**src/rtl/operand_loader_if.sv**
```systemverilog
// operand_loader_if: switch/key inputs and captured operand outputs of operand_loader.
//   N            operand width; A/B are N bits wide
//   SW[9:0]      SW[N-1:0] operand value, SW[9:8] function code
//   KEY          step push-button, active-low, asynchronous
//   A, B, F      captured operands and function code
//   valid        complete operand set present
//   load_strobe  one-cycle pulse after each capture
//   state        FSM state code for LEDG
// Modports: master drives SW/KEY (switch board side), slave is the loader.
interface operand_loader_if #(
  parameter int N = 4
);
  logic [9:0]   SW;
  logic         KEY;
  logic [N-1:0] A;
  logic [N-1:0] B;
  logic [1:0]   F;
  logic         valid;
  logic         load_strobe;
  logic [1:0]   state;

  modport master (
    output SW, KEY,
    input  A, B, F, valid, load_strobe, state
  );

  modport slave (
    input  SW, KEY,
    output A, B, F, valid, load_strobe, state
  );
endinterface

```
**src/rtl/operand_loader.sv**
```systemverilog
// operand_loader: input front end for the 4-bit logic unit. Captures operand A, operand B and
// function F from SW, one item per KEY press, through a synchronized, debounced step FSM.
// Ports:
//   CLOCK_50  system clock, all state on the rising edge
//   reset     asynchronous active-high reset
//   bus       operand_loader_if.slave (SW, KEY in; A, B, F, valid, load_strobe, state out)
// Parameters:
//   N                operand width, 1..8 (SW[9:8] holds F, so wider operands would overlap)
//   DEBOUNCE_CYCLES  cycles the synced key level must differ from the stable level before it
//                    is accepted
// Build option: define DEBOUNCE_EN to include the debouncer. Without it the stable level is
// the synchronizer output and DEBOUNCE_CYCLES is ignored.
module operand_loader #(
  parameter int          N               = 4,
  parameter int unsigned DEBOUNCE_CYCLES = 500000
) (
  input logic              CLOCK_50,
  input logic              reset,
  operand_loader_if.slave  bus
);

  if (N < 1 || N > 8) begin : g_bad_n
    $error("operand_loader: N must be in 1..8 so SW[9:8] stays free for F");
  end

  typedef enum logic [1:0] {
    StLoadA = 2'b00,
    StLoadB = 2'b01,
    StLoadF = 2'b10,
    StRun   = 2'b11
  } state_e;

  // Key synchronizer; reset value 1 is the released level.
  logic sync1_q, sync2_q;
  logic stable;
  logic stable_prev_q;
  logic press;

  always_ff @(posedge CLOCK_50 or posedge reset) begin
    if (reset) begin
      sync1_q <= 1'b1;
      sync2_q <= 1'b1;
    end else begin
      sync1_q <= bus.KEY;
      sync2_q <= sync1_q;
    end
  end

`ifdef DEBOUNCE_EN
  if (DEBOUNCE_CYCLES < 1) begin : g_bad_debounce
    $error("operand_loader: DEBOUNCE_CYCLES must be at least 1");
  end

  localparam int CntW = (DEBOUNCE_CYCLES > 1) ? $clog2(DEBOUNCE_CYCLES) : 1;
  localparam logic [CntW-1:0] CntLast = CntW'(DEBOUNCE_CYCLES - 1);

  logic [CntW-1:0] cnt_q;
  logic            stable_q;

  // The counter only runs while the synced level disagrees with the accepted one; any
  // agreeing cycle restarts it, so short glitches never reach the stable level.
  always_ff @(posedge CLOCK_50 or posedge reset) begin
    if (reset) begin
      cnt_q    <= '0;
      stable_q <= 1'b1;
    end else if (sync2_q == stable_q) begin
      cnt_q <= '0;
    end else if (cnt_q == CntLast) begin
      stable_q <= sync2_q;
      cnt_q    <= '0;
    end else begin
      cnt_q <= cnt_q + 1'b1;
    end
  end

  assign stable = stable_q;
`else
  localparam int unsigned unused_debounce_cycles = DEBOUNCE_CYCLES;
  assign stable = sync2_q;
`endif

  always_ff @(posedge CLOCK_50 or posedge reset) begin
    if (reset) begin
      stable_prev_q <= 1'b1;
    end else begin
      stable_prev_q <= stable;
    end
  end

  // Falling edge of the stable level only; release makes no pulse.
  assign press = stable_prev_q & ~stable;

  state_e         state_q, state_d;
  logic [N-1:0]   a_q, a_d, b_q, b_d;
  logic [1:0]     f_q, f_d;
  logic           valid_q, valid_d;
  logic           strobe_q;
  logic           capture;

  always_comb begin
    state_d = state_q;
    a_d     = a_q;
    b_d     = b_q;
    f_d     = f_q;
    valid_d = valid_q;
    capture = 1'b0;
    if (press) begin
      unique case (state_q)
        StLoadA: begin
          a_d     = bus.SW[N-1:0];
          valid_d = 1'b0;
          capture = 1'b1;
          state_d = StLoadB;
        end
        StLoadB: begin
          b_d     = bus.SW[N-1:0];
          capture = 1'b1;
          state_d = StLoadF;
        end
        StLoadF: begin
          f_d     = bus.SW[9:8];
          valid_d = 1'b1;
          capture = 1'b1;
          state_d = StRun;
        end
        StRun: begin
          valid_d = 1'b0;
          state_d = StLoadA;
        end
        default: state_d = StLoadA;
      endcase
    end
  end

  always_ff @(posedge CLOCK_50 or posedge reset) begin
    if (reset) begin
      state_q  <= StLoadA;
      a_q      <= '0;
      b_q      <= '0;
      f_q      <= '0;
      valid_q  <= 1'b0;
      strobe_q <= 1'b0;
    end else begin
      state_q  <= state_d;
      a_q      <= a_d;
      b_q      <= b_d;
      f_q      <= f_d;
      valid_q  <= valid_d;
      strobe_q <= capture;
    end
  end

  assign bus.A           = a_q;
  assign bus.B           = b_q;
  assign bus.F           = f_q;
  assign bus.valid       = valid_q;
  assign bus.load_strobe = strobe_q;
  assign bus.state       = state_q;

endmodule

```
**src/flat_wrapper.sv**
```systemverilog
// flat-port wrapper written by rule: the top's interface ports become plain ports
module operand_loader_flat 
#(
  parameter int          N               = 4,
  parameter int unsigned DEBOUNCE_CYCLES = 500000
)
  (CLOCK_50, reset, bus_SW, bus_KEY, bus_A, bus_B, bus_F, bus_valid, bus_load_strobe, bus_state);
  operand_loader_if #(.N(N)) bus_i ();
  input logic CLOCK_50;
  input logic reset;
  input wire logic [$bits(bus_i.SW)-1:0] bus_SW;
  input wire logic [$bits(bus_i.KEY)-1:0] bus_KEY;
  output wire logic [$bits(bus_i.A)-1:0] bus_A;
  output wire logic [$bits(bus_i.B)-1:0] bus_B;
  output wire logic [$bits(bus_i.F)-1:0] bus_F;
  output wire logic [$bits(bus_i.valid)-1:0] bus_valid;
  output wire logic [$bits(bus_i.load_strobe)-1:0] bus_load_strobe;
  output wire logic [$bits(bus_i.state)-1:0] bus_state;
  assign bus_i.SW = bus_SW;
  assign bus_i.KEY = bus_KEY;
  assign bus_A = bus_i.A;
  assign bus_B = bus_i.B;
  assign bus_F = bus_i.F;
  assign bus_valid = bus_i.valid;
  assign bus_load_strobe = bus_i.load_strobe;
  assign bus_state = bus_i.state;
  operand_loader #(.N(N), .DEBOUNCE_CYCLES(DEBOUNCE_CYCLES)) u_core (.CLOCK_50(CLOCK_50), .reset(reset), .bus(bus_i));
endmodule
```
**config.mk**
```make
export PLATFORM = sky130hd
export DESIGN_NAME = operand_loader_flat
export DESIGN_NICKNAME = d
export VERILOG_FILES = /design/src/rtl/operand_loader_if.sv /design/src/rtl/operand_loader.sv /design/src/flat_wrapper.sv
export SDC_FILE = /design/constraint.sdc
export NUM_CORES = 1
export LEC_CHECK = 0
export CAP_MARGIN = 20
export CORE_MARGIN = 1
export CORE_UTILIZATION = 26
export DETAILED_ROUTE_END_ITERATION = 10
export GPL_TIMING_DRIVEN = 0
export HOLD_SLACK_MARGIN = 0.1
export SYNTH_ARGS = -nofsm -noshare
export SYNTH_HDL_FRONTEND = slang
export SYNTH_SLANG_ARGS = --single-unit
```
**constraint.sdc**
```tcl
create_clock -name CLOCK_50 -period 1.65 [get_ports CLOCK_50]
set_input_delay 0.495 -clock CLOCK_50 [delete_from_list [all_inputs] [get_ports CLOCK_50]]
set_output_delay 0.495 -clock CLOCK_50 [all_outputs]
set_load 0.02 [all_outputs]
```
**Metal layers overlaid**

Only two layers are drawn.
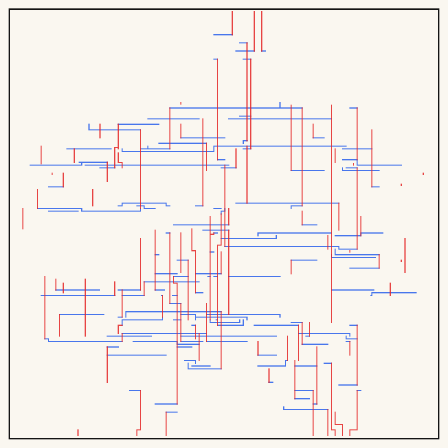
- M1: blue (wire length 522 um)
- M2: red (wire length 455 um)
GRT Util Overall: 9.37%
Post-Route WL: 1090 um

**Floorplan with the power grid**

Scale bar: 20 um. Pins as bars on the die edge. Tap cells in grey.
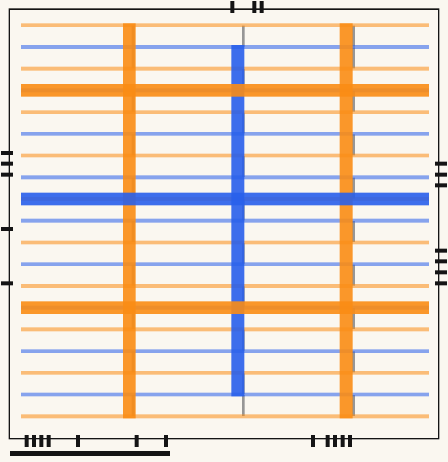
- VSS: orange
- VDD: blue
- signal pins: 27
- met4 straps: 3
die width: 53.6 um
IR drop worst, VDD: 0.000701 V
Core ar.: 2500 sq um

**A small window of the routed layout**

Window x 28 to 53, y 1 to 26 um. Cells in grey, sequential cells in the stronger grey; small squares are vias.
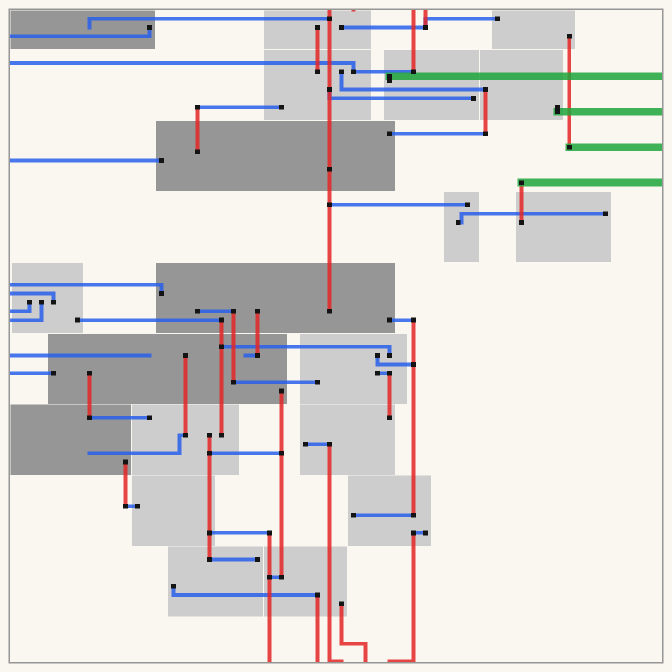
- M2: red
- M1: blue
- M3: green
- netlist names of flops here include: u_core.bus.F (2)
- most frequent: dlygate4sd2_1 (5)
- cells with their middle in the window: 20
- sequential cells in the window: 5

**Where the registers sit**

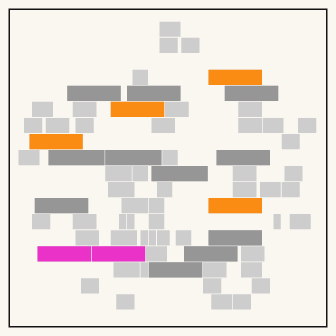
- u_core.bus.B: orange (placed flops 4)
- u_core.bus.state: magenta (placed flops 2)
- not coloured: 11
Flop area: 429 sq um
final core occ: 38.3%
Seq/total area: 44.8%

==> flow_summary.yaml <==
# generated from flow reports
setup_path:
  crit_end: "bus_state[1]"
  crit_slowest_cell: "dfrtp_1"
  path_depth: 1
  path_delay_family: "flip-flops"
  r2r_cells: 4
  worstPathRequired_ps: 1150
  crit_arrival_ps: 1050
  rrSetupSlack_ps: 250
final_layout:
  n_all_buffers: 22
  sh_comb_area_pct: 26.2
  fin_area_sq_um: 958
  antennaDiodeCount: 0
  clock_area_share_pct: 2.74
  inv_count: 3
  clock_buffers: 4
  fill_cells: 256
floorplanning:
  die_area_sq_um: 2870
  fp_util_pct: 27.7
  io_pins: 27
route:
  drtAntennaViolNets: 0
  wl_met2_um: 455
  routed-wl-met3_um: 80
  vias: 424
  drc: 0
  met1Wirelength_um: 522
grt:
  use_met3_pct: 2.26
  grt_pass1_wl_um: 1820
  first_global_vias: 445
synthesis:
  ys.warnings.count: 0
  synth-compound-area-share_pct: 0
  area_leaders: "dfrtp_1 (51%), mux2_2 (20%), dfstp_2 (11%)"
  avgSynthCellArea_sq_um: 15.4
  netlist_instances: 45
  netlist_logic_family_top: "multiplexers"
  mux_share_pct: 21.0
  adder_share_pct: 9.04
  edf_count: 0
  ys_ff: 17
  seq_area_frac_synth_pct: 62.0
final_timing:
  finalSetupTns_ps: 0
  rsz0062_at_grt: "no"
  fin_ws_ps: 109
  finalCritPeriodShare_pct: 93.4
  slew_headroom_pct: 58.6
  tightest_slew_ps: 620
  hold_viol: 0
  fin_crit_ps: 1540
clock_tree:
  hold_buffers: 0
  ctsResizeCount: 14
  cts_tree: "built"
  clock_latency_ps: 280
  clk_pin_slew_ps: 90
  cts_setup_buffers: 0
  cts.sinks: 17
  htreeDepth: 1
power_and_ir_drop:
  p_sw_share_pct: 37.2
  internal_power_mw: 1.04
  pwr.group.clock_mw: 0.216
  pwr-share-comb_pct: 45.8
  p_clk_share_pct: 13.1
hold_path:
  holdCritStartpoint: "u_core.sync1_q"
  min_delay_path_depth: 0
placement:
  pre_cts_ws_ps: 142
  dp_cells: 97
  dp_hpwl_um: 838
status:
  status: "completed"
Power figures rest on the tool's default switching activity, not on a simulated workload.
